## src/rtl/ex_pkg.sv

```systemverilog
// Shared opcodes, register-destination encodings and fixed register
// indices for the execute stage.
package ex_pkg;

   localparam logic [5:0] ALU_ADD   = 6'd0;
   localparam logic [5:0] ALU_ADDU  = 6'd1;
   localparam logic [5:0] ALU_SUB   = 6'd2;
   localparam logic [5:0] ALU_SUBU  = 6'd3;
   localparam logic [5:0] ALU_AND   = 6'd4;
   localparam logic [5:0] ALU_OR    = 6'd5;
   localparam logic [5:0] ALU_XOR   = 6'd6;
   localparam logic [5:0] ALU_NOR   = 6'd7;
   localparam logic [5:0] ALU_SLT   = 6'd8;
   localparam logic [5:0] ALU_SLL   = 6'd9;
   localparam logic [5:0] ALU_SRL   = 6'd10;
   localparam logic [5:0] ALU_SRA   = 6'd11;
   localparam logic [5:0] ALU_LUI   = 6'd12;

   localparam logic [5:0] ALU_MULT  = 6'd16;
   localparam logic [5:0] ALU_MULTU = 6'd17;
   localparam logic [5:0] ALU_DIV   = 6'd18;
   localparam logic [5:0] ALU_DIVU  = 6'd19;
   localparam logic [5:0] ALU_MFHI  = 6'd20;
   localparam logic [5:0] ALU_MFLO  = 6'd21;
   localparam logic [5:0] ALU_MTHI  = 6'd22;
   localparam logic [5:0] ALU_MTLO  = 6'd23;

   localparam logic [1:0] RDST_RT = 2'b00;
   localparam logic [1:0] RDST_RD = 2'b01;
   localparam logic [1:0] RDST_RA = 2'b10;
   localparam logic [1:0] RDST_K0 = 2'b11;

   localparam int REG_RA = 31;
   localparam int REG_K0 = 26;

endpackage

```

## src/rtl/ex_stage_mdu_if.sv

```systemverilog
// ID/EX bundle, forwarding bus and EX/MEM outputs of the execute stage.
// master = ID/MEM side, slave = execute stage.
interface ex_stage_mdu_if #(
   parameter int XLEN = 32,
   parameter int REGW = 5,
   parameter int NFWD = 2
);
   logic              id_valid;
   logic              id_ready;
   logic              flush;
   logic [5:0]        id_aluctl;
   logic              id_alusign;
   logic              id_alusrc1;
   logic              id_alusrc2;
   logic [1:0]        id_regdst;
   logic [XLEN-1:0]   id_shamt;
   logic [XLEN-1:0]   id_imm;
   logic [REGW-1:0]   id_rs;
   logic [REGW-1:0]   id_rt;
   logic [REGW-1:0]   id_rd;
   logic [XLEN-1:0]   id_rsdata;
   logic [XLEN-1:0]   id_rtdata;
   logic              id_memwrite;
   logic              id_regwrite;
   logic [1:0]        id_memtoreg;
   logic [XLEN-1:0]   id_pc4;
   logic [NFWD-1:0]   fwd_we;
   logic [NFWD*REGW-1:0] fwd_addr;
   logic [NFWD*XLEN-1:0] fwd_data;
   logic [REGW-1:0]   ex_wreg;
   logic              out_ready;
   logic              out_valid;
   logic [XLEN-1:0]   out_alu;
   logic [XLEN-1:0]   out_wdata;
   logic [XLEN-1:0]   out_pc4;
   logic [REGW-1:0]   out_wreg;
   logic              out_memwrite;
   logic              out_regwrite;
   logic [1:0]        out_memtoreg;
   logic              mdu_busy;

   modport master (
      output id_valid, flush, id_aluctl, id_alusign,
      output id_alusrc1, id_alusrc2, id_regdst,
      output id_shamt, id_imm, id_rs, id_rt, id_rd,
      output id_rsdata, id_rtdata, id_memwrite,
      output id_regwrite, id_memtoreg, id_pc4,
      output fwd_we, fwd_addr, fwd_data, out_ready,
      input  id_ready, ex_wreg, out_valid, out_alu,
      input  out_wdata, out_pc4, out_wreg,
      input  out_memwrite, out_regwrite, out_memtoreg,
      input  mdu_busy
   );

   modport slave (
      input  id_valid, flush, id_aluctl, id_alusign,
      input  id_alusrc1, id_alusrc2, id_regdst,
      input  id_shamt, id_imm, id_rs, id_rt, id_rd,
      input  id_rsdata, id_rtdata, id_memwrite,
      input  id_regwrite, id_memtoreg, id_pc4,
      input  fwd_we, fwd_addr, fwd_data, out_ready,
      output id_ready, ex_wreg, out_valid, out_alu,
      output out_wdata, out_pc4, out_wreg,
      output out_memwrite, out_regwrite, out_memtoreg,
      output mdu_busy
   );
endinterface

```

## src/rtl/ex_alu.sv

```systemverilog
// Combinational integer ALU: add/sub, logic, set-less-than and shifts.
module ex_alu
   import ex_pkg::*;
#(
   parameter int XLEN = 32
) (
   input  logic [XLEN-1:0] a,
   input  logic [XLEN-1:0] b,
   input  logic [5:0]      ctl,
   input  logic            sign,
   output logic [XLEN-1:0] y
);
   localparam int SW = $clog2(XLEN);

   logic [SW-1:0] sh;
   logic          lt;

   assign sh = a[SW-1:0];

   always_comb begin
      lt = sign ? ($signed(a) < $signed(b)) : (a < b);
      y  = '0;
      case (ctl)
         ALU_ADD, ALU_ADDU: y = a + b;
         ALU_SUB, ALU_SUBU: y = a - b;
         ALU_AND: y = a & b;
         ALU_OR:  y = a | b;
         ALU_XOR: y = a ^ b;
         ALU_NOR: y = ~(a | b);
         ALU_SLT: y = {{(XLEN-1){1'b0}}, lt};
         ALU_SLL: y = b << sh;
         ALU_SRL: y = b >> sh;
         ALU_SRA: y = $signed(b) >>> sh;
         ALU_LUI: y = b << (XLEN / 2);
         default: y = '0;
      endcase
   end
endmodule

```

## src/rtl/ex_mdu.sv

```systemverilog
// Iterative multiply/divide unit with HI/LO: shift-add multiply and
// restoring divide on magnitudes, one bit per cycle, sign fixed at the end.
module ex_mdu #(
   parameter int XLEN = 32
) (
   input  logic            clk,
   input  logic            rst_n,
   input  logic            start,
   input  logic            isDiv,
   input  logic            sign,
   input  logic [XLEN-1:0] a,
   input  logic [XLEN-1:0] b,
   input  logic            hiWe,
   input  logic            loWe,
   input  logic [XLEN-1:0] wdata,
   output logic            busy,
   output logic [XLEN-1:0] hi,
   output logic [XLEN-1:0] lo
);
   localparam int CW = $clog2(XLEN + 1);

   typedef enum logic {IDLE, BUSY} state_t;

   state_t          state;
   logic [CW-1:0]   cnt;
   logic [XLEN-1:0] wHi, wLo, opnd;
   logic            divOp, negQ, negR;

   logic            aNeg, bNeg;
   logic [XLEN-1:0] aMag, bMag;
   logic [XLEN:0]   sum, shv, diff;
   logic            ge;
   logic [XLEN-1:0] nHi, nLo, fHi, fLo;
   logic [2*XLEN-1:0] prod;

   assign aNeg = sign & a[XLEN-1];
   assign bNeg = sign & b[XLEN-1];
   assign aMag = aNeg ? -a : a;
   assign bMag = bNeg ? -b : b;

   always_comb begin
      sum  = {1'b0, wHi} + (wLo[0] ? {1'b0, opnd} : '0);
      shv  = {wHi, wLo[XLEN-1]};
      diff = shv - {1'b0, opnd};
      ge   = ~diff[XLEN];
      if (divOp) begin
         nHi = ge ? diff[XLEN-1:0] : shv[XLEN-1:0];
         nLo = {wLo[XLEN-2:0], ge};
      end else begin
         nHi = sum[XLEN:1];
         nLo = {sum[0], wLo[XLEN-1:1]};
      end
      prod = {nHi, nLo};
      if (negQ) prod = -prod;
      if (divOp) begin
         fHi = negR ? -nHi : nHi;
         fLo = negQ ? -nLo : nLo;
      end else begin
         fHi = prod[2*XLEN-1:XLEN];
         fLo = prod[XLEN-1:0];
      end
   end

   // Divide by zero keeps the all-ones quotient unsigned.
   always_ff @(posedge clk or negedge rst_n) begin
      if (!rst_n) begin
         state <= IDLE;
         cnt   <= '0;
         busy  <= 1'b0;
         hi    <= '0;
         lo    <= '0;
         wHi   <= '0;
         wLo   <= '0;
         opnd  <= '0;
         divOp <= 1'b0;
         negQ  <= 1'b0;
         negR  <= 1'b0;
      end else begin
         case (state)
            IDLE: begin
               if (start) begin
                  state <= BUSY;
                  busy  <= 1'b1;
                  cnt   <= CW'(XLEN);
                  divOp <= isDiv;
                  wHi   <= '0;
                  wLo   <= aMag;
                  opnd  <= bMag;
                  negQ  <= (aNeg ^ bNeg) & (~isDiv | (|b));
                  negR  <= aNeg;
               end else begin
                  if (hiWe) hi <= wdata;
                  if (loWe) lo <= wdata;
               end
            end
            BUSY: begin
               cnt <= cnt - CW'(1);
               wHi <= nHi;
               wLo <= nLo;
               if (cnt == CW'(1)) begin
                  state <= IDLE;
                  busy  <= 1'b0;
                  hi    <= fHi;
                  lo    <= fLo;
               end
            end
            default: state <= IDLE;
         endcase
      end
   end
endmodule

```

## src/rtl/ex_stage_mdu.sv

```systemverilog
// Execute stage: operand forwarding, ALU, iterative MDU with HI/LO
// interlock, and the EX/MEM register behind a valid/ready handshake.
module ex_stage_mdu
   import ex_pkg::*;
#(
   parameter int XLEN = 32,
   parameter int REGW = 5,
   parameter int NFWD = 2
) (
   input logic clk,
   input logic rst_n,
   ex_stage_mdu_if.slave bus
);
   logic [XLEN-1:0] rsVal, rtVal, opA, opB, aluY, res, hi, lo;
   logic [REGW-1:0] wreg;
   logic isStart, isDivOp, isMfhi, isMflo, isMthi, isMtlo, isMdu;
   logic busy, ready, accept;

   logic            oValid, oMemwrite, oRegwrite;
   logic [1:0]      oMemtoreg;
   logic [XLEN-1:0] oAlu, oWdata, oPc4;
   logic [REGW-1:0] oWreg;

   // Iterate oldest-first so the lowest matching index wins.
   always_comb begin
      rsVal = bus.id_rsdata;
      rtVal = bus.id_rtdata;
      for (int i = NFWD - 1; i >= 0; i--) begin
         if (bus.fwd_we[i] && bus.id_rs != '0 &&
             bus.fwd_addr[i*REGW +: REGW] == bus.id_rs)
            rsVal = bus.fwd_data[i*XLEN +: XLEN];
         if (bus.fwd_we[i] && bus.id_rt != '0 &&
             bus.fwd_addr[i*REGW +: REGW] == bus.id_rt)
            rtVal = bus.fwd_data[i*XLEN +: XLEN];
      end
   end

   assign opA = bus.id_alusrc1 ? bus.id_shamt : rsVal;
   assign opB = bus.id_alusrc2 ? bus.id_imm : rtVal;

   always_comb begin
      isStart = 1'b0;
      isDivOp = 1'b0;
      isMfhi  = 1'b0;
      isMflo  = 1'b0;
      isMthi  = 1'b0;
      isMtlo  = 1'b0;
      unique case (1'b1)
         (bus.id_aluctl == ALU_MULT) ||
         (bus.id_aluctl == ALU_MULTU): isStart = 1'b1;
         (bus.id_aluctl == ALU_DIV) ||
         (bus.id_aluctl == ALU_DIVU): begin
            isStart = 1'b1;
            isDivOp = 1'b1;
         end
         bus.id_aluctl == ALU_MFHI: isMfhi = 1'b1;
         bus.id_aluctl == ALU_MFLO: isMflo = 1'b1;
         bus.id_aluctl == ALU_MTHI: isMthi = 1'b1;
         bus.id_aluctl == ALU_MTLO: isMtlo = 1'b1;
         default: ;
      endcase
      isMdu = isStart | isMfhi | isMflo | isMthi | isMtlo;
   end

   always_comb begin
      wreg = bus.id_rt;
      unique case (bus.id_regdst)
         RDST_RT: wreg = bus.id_rt;
         RDST_RD: wreg = bus.id_rd;
         RDST_RA: wreg = REGW'(REG_RA);
         RDST_K0: wreg = REGW'(REG_K0);
         default: wreg = bus.id_rt;
      endcase
   end

   assign ready  = (~oValid | bus.out_ready) & ~(isMdu & busy);
   assign accept = bus.id_valid & ready & ~bus.flush;

   ex_alu #(.XLEN(XLEN)) uAlu (
      .a    (opA),
      .b    (opB),
      .ctl  (bus.id_aluctl),
      .sign (bus.id_alusign),
      .y    (aluY)
   );

   ex_mdu #(.XLEN(XLEN)) uMdu (
      .clk   (clk),
      .rst_n (rst_n),
      .start (accept & isStart),
      .isDiv (isDivOp),
      .sign  (bus.id_alusign),
      .a     (rsVal),
      .b     (rtVal),
      .hiWe  (accept & isMthi),
      .loWe  (accept & isMtlo),
      .wdata (rsVal),
      .busy  (busy),
      .hi    (hi),
      .lo    (lo)
   );

   always_comb begin
      res = aluY;
      if (isMfhi) res = hi;
      else if (isMflo) res = lo;
   end

   always_ff @(posedge clk or negedge rst_n) begin
      if (!rst_n) begin
         oValid    <= 1'b0;
         oAlu      <= '0;
         oWdata    <= '0;
         oPc4      <= '0;
         oWreg     <= '0;
         oMemwrite <= 1'b0;
         oRegwrite <= 1'b0;
         oMemtoreg <= '0;
      end else if (accept) begin
         oValid    <= 1'b1;
         oAlu      <= res;
         oWdata    <= rtVal;
         oPc4      <= bus.id_pc4;
         oWreg     <= wreg;
         oMemwrite <= bus.id_memwrite;
         oRegwrite <= bus.id_regwrite &
                      ~(isStart | isMthi | isMtlo);
         oMemtoreg <= bus.id_memtoreg;
      end else if (bus.out_ready) begin
         oValid <= 1'b0;
      end
   end

   assign bus.id_ready     = ready;
   assign bus.ex_wreg      = wreg;
   assign bus.mdu_busy     = busy;
   assign bus.out_valid    = oValid;
   assign bus.out_alu      = oAlu;
   assign bus.out_wdata    = oWdata;
   assign bus.out_pc4      = oPc4;
   assign bus.out_wreg     = oWreg;
   assign bus.out_memwrite = oMemwrite;
   assign bus.out_regwrite = oRegwrite;
   assign bus.out_memtoreg = oMemtoreg;
endmodule

```

## src/flat_wrapper.sv

```systemverilog
// flat-port wrapper written by rule: the top's interface ports become plain ports
module ex_stage_mdu_flat import ex_pkg::*;
#(
   parameter int XLEN = 32,
   parameter int REGW = 5,
   parameter int NFWD = 2
)
  (clk, rst_n, bus_id_valid, bus_flush, bus_id_aluctl, bus_id_alusign, bus_id_alusrc1, bus_id_alusrc2, bus_id_regdst, bus_id_shamt, bus_id_imm, bus_id_rs, bus_id_rt, bus_id_rd, bus_id_rsdata, bus_id_rtdata, bus_id_memwrite, bus_id_regwrite, bus_id_memtoreg, bus_id_pc4, bus_fwd_we, bus_fwd_addr, bus_fwd_data, bus_out_ready, bus_id_ready, bus_ex_wreg, bus_out_valid, bus_out_alu, bus_out_wdata, bus_out_pc4, bus_out_wreg, bus_out_memwrite, bus_out_regwrite, bus_out_memtoreg, bus_mdu_busy);
  ex_stage_mdu_if #(.XLEN(XLEN), .REGW(REGW), .NFWD(NFWD)) bus_i ();
  input logic clk;
  input logic rst_n;
  input wire logic [$bits(bus_i.id_valid)-1:0] bus_id_valid;
  input wire logic [$bits(bus_i.flush)-1:0] bus_flush;
  input wire logic [$bits(bus_i.id_aluctl)-1:0] bus_id_aluctl;
  input wire logic [$bits(bus_i.id_alusign)-1:0] bus_id_alusign;
  input wire logic [$bits(bus_i.id_alusrc1)-1:0] bus_id_alusrc1;
  input wire logic [$bits(bus_i.id_alusrc2)-1:0] bus_id_alusrc2;
  input wire logic [$bits(bus_i.id_regdst)-1:0] bus_id_regdst;
  input wire logic [$bits(bus_i.id_shamt)-1:0] bus_id_shamt;
  input wire logic [$bits(bus_i.id_imm)-1:0] bus_id_imm;
  input wire logic [$bits(bus_i.id_rs)-1:0] bus_id_rs;
  input wire logic [$bits(bus_i.id_rt)-1:0] bus_id_rt;
  input wire logic [$bits(bus_i.id_rd)-1:0] bus_id_rd;
  input wire logic [$bits(bus_i.id_rsdata)-1:0] bus_id_rsdata;
  input wire logic [$bits(bus_i.id_rtdata)-1:0] bus_id_rtdata;
  input wire logic [$bits(bus_i.id_memwrite)-1:0] bus_id_memwrite;
  input wire logic [$bits(bus_i.id_regwrite)-1:0] bus_id_regwrite;
  input wire logic [$bits(bus_i.id_memtoreg)-1:0] bus_id_memtoreg;
  input wire logic [$bits(bus_i.id_pc4)-1:0] bus_id_pc4;
  input wire logic [$bits(bus_i.fwd_we)-1:0] bus_fwd_we;
  input wire logic [$bits(bus_i.fwd_addr)-1:0] bus_fwd_addr;
  input wire logic [$bits(bus_i.fwd_data)-1:0] bus_fwd_data;
  input wire logic [$bits(bus_i.out_ready)-1:0] bus_out_ready;
  output wire logic [$bits(bus_i.id_ready)-1:0] bus_id_ready;
  output wire logic [$bits(bus_i.ex_wreg)-1:0] bus_ex_wreg;
  output wire logic [$bits(bus_i.out_valid)-1:0] bus_out_valid;
  output wire logic [$bits(bus_i.out_alu)-1:0] bus_out_alu;
  output wire logic [$bits(bus_i.out_wdata)-1:0] bus_out_wdata;
  output wire logic [$bits(bus_i.out_pc4)-1:0] bus_out_pc4;
  output wire logic [$bits(bus_i.out_wreg)-1:0] bus_out_wreg;
  output wire logic [$bits(bus_i.out_memwrite)-1:0] bus_out_memwrite;
  output wire logic [$bits(bus_i.out_regwrite)-1:0] bus_out_regwrite;
  output wire logic [$bits(bus_i.out_memtoreg)-1:0] bus_out_memtoreg;
  output wire logic [$bits(bus_i.mdu_busy)-1:0] bus_mdu_busy;
  assign bus_i.id_valid = bus_id_valid;
  assign bus_i.flush = bus_flush;
  assign bus_i.id_aluctl = bus_id_aluctl;
  assign bus_i.id_alusign = bus_id_alusign;
  assign bus_i.id_alusrc1 = bus_id_alusrc1;
  assign bus_i.id_alusrc2 = bus_id_alusrc2;
  assign bus_i.id_regdst = bus_id_regdst;
  assign bus_i.id_shamt = bus_id_shamt;
  assign bus_i.id_imm = bus_id_imm;
  assign bus_i.id_rs = bus_id_rs;
  assign bus_i.id_rt = bus_id_rt;
  assign bus_i.id_rd = bus_id_rd;
  assign bus_i.id_rsdata = bus_id_rsdata;
  assign bus_i.id_rtdata = bus_id_rtdata;
  assign bus_i.id_memwrite = bus_id_memwrite;
  assign bus_i.id_regwrite = bus_id_regwrite;
  assign bus_i.id_memtoreg = bus_id_memtoreg;
  assign bus_i.id_pc4 = bus_id_pc4;
  assign bus_i.fwd_we = bus_fwd_we;
  assign bus_i.fwd_addr = bus_fwd_addr;
  assign bus_i.fwd_data = bus_fwd_data;
  assign bus_i.out_ready = bus_out_ready;
  assign bus_id_ready = bus_i.id_ready;
  assign bus_ex_wreg = bus_i.ex_wreg;
  assign bus_out_valid = bus_i.out_valid;
  assign bus_out_alu = bus_i.out_alu;
  assign bus_out_wdata = bus_i.out_wdata;
  assign bus_out_pc4 = bus_i.out_pc4;
  assign bus_out_wreg = bus_i.out_wreg;
  assign bus_out_memwrite = bus_i.out_memwrite;
  assign bus_out_regwrite = bus_i.out_regwrite;
  assign bus_out_memtoreg = bus_i.out_memtoreg;
  assign bus_mdu_busy = bus_i.mdu_busy;
  ex_stage_mdu #(.XLEN(XLEN), .REGW(REGW), .NFWD(NFWD)) u_core (.clk(clk), .rst_n(rst_n), .bus(bus_i));
endmodule
```

## config.mk

```make
export PLATFORM = sky130hd
export DESIGN_NAME = ex_stage_mdu_flat
export DESIGN_NICKNAME = d
export VERILOG_FILES = /design/src/rtl/ex_pkg.sv /design/src/rtl/ex_stage_mdu_if.sv /design/src/rtl/ex_alu.sv /design/src/rtl/ex_mdu.sv /design/src/rtl/ex_stage_mdu.sv /design/src/flat_wrapper.sv
export SDC_FILE = /design/constraint.sdc
export NUM_CORES = 2
export LEC_CHECK = 0
export CAP_MARGIN = 40
export CORE_UTILIZATION = 45
export DETAILED_ROUTE_END_ITERATION = 7
export PLACE_DENSITY_LB_ADDON = 0.3
export SKIP_CTS_REPAIR_TIMING = 1
export SYNTH_ARGS = -nofsm -noshare
export SYNTH_HDL_FRONTEND = slang
export SYNTH_SLANG_ARGS = --single-unit
```

## constraint.sdc

```tcl
create_clock -name clk -period 6.2 [get_ports clk]
set_input_delay 1.24 -clock clk [delete_from_list [all_inputs] [get_ports clk]]
set_output_delay 1.24 -clock clk [all_outputs]
set_load 0.05 [all_outputs]
```

met2.png
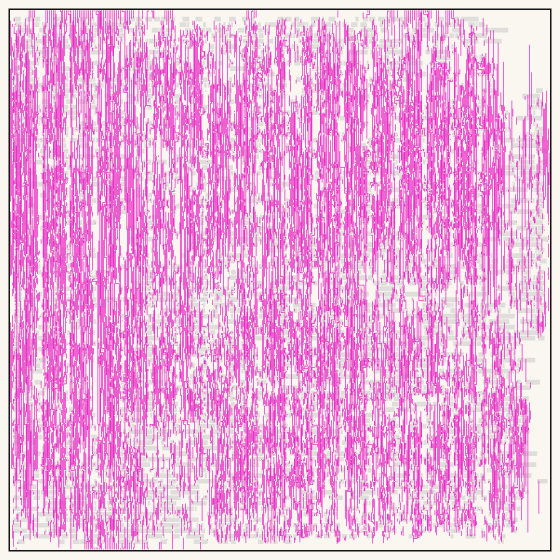
longest straight run	100 um
wire length on this layer	69.4 mm
main direction	vertical
nets with wire on the layer	4,578

met3.png
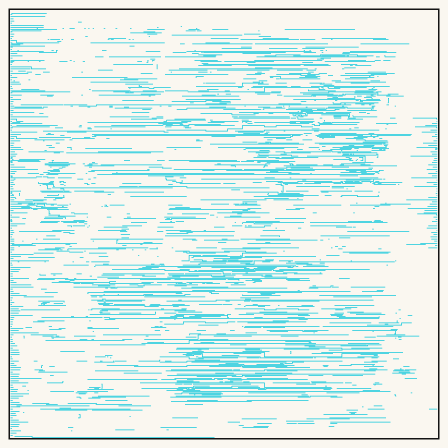
nets with wire on the layer	1,052
wire length on this layer	21.6 mm
Final Routed Wirelength: 171 mm
met3 usage: 0.135
Via Count: 38,700

met4.png
Bar = 100 um. Supply wires on this layer in gray.
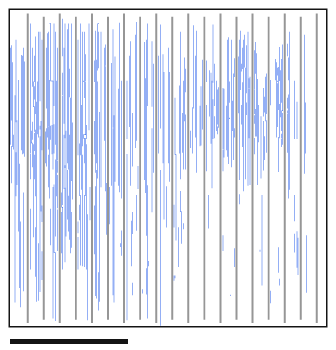
longest straight run	175 um
main direction	vertical
share of all routed wire	9.4%

==> job_summary.md <==
### Yosys + OpenROAD results

| Metric | Value |
|---|---|
| Run status | complete, no violations |
| Reg2reg path depth | 22 |
| Clock tree from TritonCTS | built |
| Average wire per standard cell | between 20 and 30 um |
| DR pass1 iterations | 8 |
| Setup Skew | a little under 0.03 ns |
| Die width | 267 um |
| Reg2reg start | u_core.uMdu.opnd[29] |
| OpenROAD warning count | 92 |
| Dominant register cell | dfrtp_1 |
| Largest net degree at the start of global routing | around 100 |
| Number of synthesized register bits | around 280 |
| Critical path class | input pin to register |
| Hold Vio Cnt, Final | 0 |
| Final Util | 0.601 |
| CTS max path bufs | 3 |
| Core ar. | about 70,000 um2 |
| Min Clock Period, post-route | slightly above 6 ns |
| Mapped Area | between 30,000 and 40,000 um2 |
| Area growth, synth to finish | 31.4% |
| Worst Min Path Start | u_core.bus.out_pc4[12] |
| CP endpoint kind | register |
| Type of origin of the critical path | input pin |
| Share of cells above drive strength 1 | 0.167 |
| Maximum VDD drop | between 0.2 and 0.3 mV |
| Setup crit start | bus_id_rt[2] |
| Max Cap Viol | 0 |
| Synth warn | 0 |
| Final setup viols | 0 |
| Gp weighted congestion | approximately 1.1 |
| Ys cells | 4,361 |
| Worst min-delay path class | register to register |
| Worst-path clk slew | approximately 0.060 ns |
| Cells after synthesis | between 4,000 and 5,000 |
| Syn nets | between 4,000 and 5,000 |
| Relative slew slack | 0.352 |
| Critical Path RT | around 6.7 ns |
| Final Cycle Share | 0.979 |
| PortBufs | 383 |
| WP data arrival | between 6 and 7 ns |
| Chip Area | 71,300 um2 |
| Pins over their slew limit | 0 |
| Post-synth seq share | 0.219 |
| Leak | ~18 nW |
| H-tree levels | 2 |
| Root buffer cell | clkbuf_16 |
| Comb area | between 20,000 and 25,000 um2 |
| Vias in the first global route | between 30,000 and 40,000 |
| Hold depth | 2 |
| Yosys chip area | 31,600 um2 |
| CTS sink cnt | roughly 280 |
| Total power | 0.0161 W |
| First-pass GRT wire length | about 240 mm |
| Yosys cell types | just over 100 |
| Fillers | around 6,400 |
| Fp util | 0.457 |
| Gr usage total | 0.468 |
| Capture point of the worst path | u_core.bus.out_alu[31] |
## registers in the layout, summed over array words and instances (netlist names), 2 cells and up
signal	flops
u_core.uMdu.cnt	6
u_core.uMdu.lo	32
u_core.uMdu.wLo	32
u_core.uMdu.wHi	32
u_core.bus.out_alu	32
u_core.uMdu.hi	32
u_core.bus.out_pc4	32
u_core.uMdu.opnd	32
u_core.bus.out_memtoreg	2
u_core.bus.out_wdata	32
u_core.bus.out_wreg	5
## area by class of cell
| class | count | area share |
|---|---|---|
| well taps | 931 | 0.0281 |
| inverters | 173 | 0.0156 |
| flip-flops and latches | 277 | 0.167 |
| diodes | 4 | 0.000241 |
| clock buffers | 48 | 0.0235 |
| multi-input cells | 3625 | 0.561 |
| repair buffers | 959 | 0.198 |
| clock inverters | 16 | 0.00585 |
## synth_stat cells (all sizes together), types with 38 or more instances
cell,n,area share
nor2,337,0.040
o211ai,59,0.014
buf,69,0.011
nand3,113,0.018
xor2,60,0.017
o21ai,459,0.073
ha,166,0.066
mux2,38,0.014
nor3,131,0.021
a211oi,46,0.011
and2,59,0.012
or3,47,0.0095
dfrtp,277,0.22
a31oi,97,0.020
clkbuf,217,0.026
mux2i,223,0.071
a21oi,305,0.048
a21o,42,0.010
nand2,725,0.086
inv,170,0.020
xnor2,128,0.035
## power breakdown
group	switching, W	internal [W]
clock network	0.000931	0.00129
logic	0.00666	0.00402
registers	0.000809	0.00243
## cells in the final DEF (no fill, tap or decap), types with 56 or more instances in the layout
cell type and n:
o211ai_1 57, dfrtp_1 274, nor3_1 128, nand2_1 721, a21oi_1 299, buf_4 563, xor2_1 60, nor2_1 329
ha_1 166, inv_1 164, and2_1 56, nand3_1 112, o21ai_0 429, mux2i_1 213, xnor2_1 127, clkdlybuf4s50_1 379
a31oi_1 86
## stage by stage
step	setup TNS [ns]	cells	cell area, um2	setup WS, ns
after floorplan	-0.0689	4361	31600	-0.0689
after global placement	-8.34	5950	39800	-0.573
after detailed placement	-10.52	5954	39800	-0.683
after CTS	-0.156	6018	41000	-0.0979
after global routing	-0.0268	6033	41500	-0.0211
final	0	6033	41500	0.127
## critical path, stage by stage
cell,delay (ns)
clkdlybuf4s50_1,0.51
or4_4,0.53
o211ai_1,0.30
buf_4,0.25
o21ai_1,0.09
a31o_2,0.28
o21ai_1,0.14
buf_4,0.16
inv_1,0.07
ha_1,0.21
buf_4,0.14
or4_1,0.53
o211ai_1,0.34
a31o_2,0.25
a31o_4,0.18
o211ai_1,0.09
buf_4,0.17
nand2_1,0.06
nor3_1,0.05
or4_1,0.46
o211a_1,0.17
mux2i_1,0.17
a31oi_1,0.11
## metal layers
metal  track usage  up-vias  share of wire
met5             0        -        0.00032
met4         0.366        8          0.094
met3         0.135      613           0.13
met2         0.676     2669           0.41
met1         0.582    18200           0.37
li1              -    17200              -
## kinds of logic after synthesis
family          count (synthesis)  share of synthesized area
compound gates               1366                      0.273
xor+xnor                      188                     0.0521
fa+ha+maj                     170                     0.0683
buf+inv                       459                     0.0570
flops                         277                      0.219
mux                           279                     0.0974
simple gates                 1622                      0.233
Power and IR drop assume default switching activity.
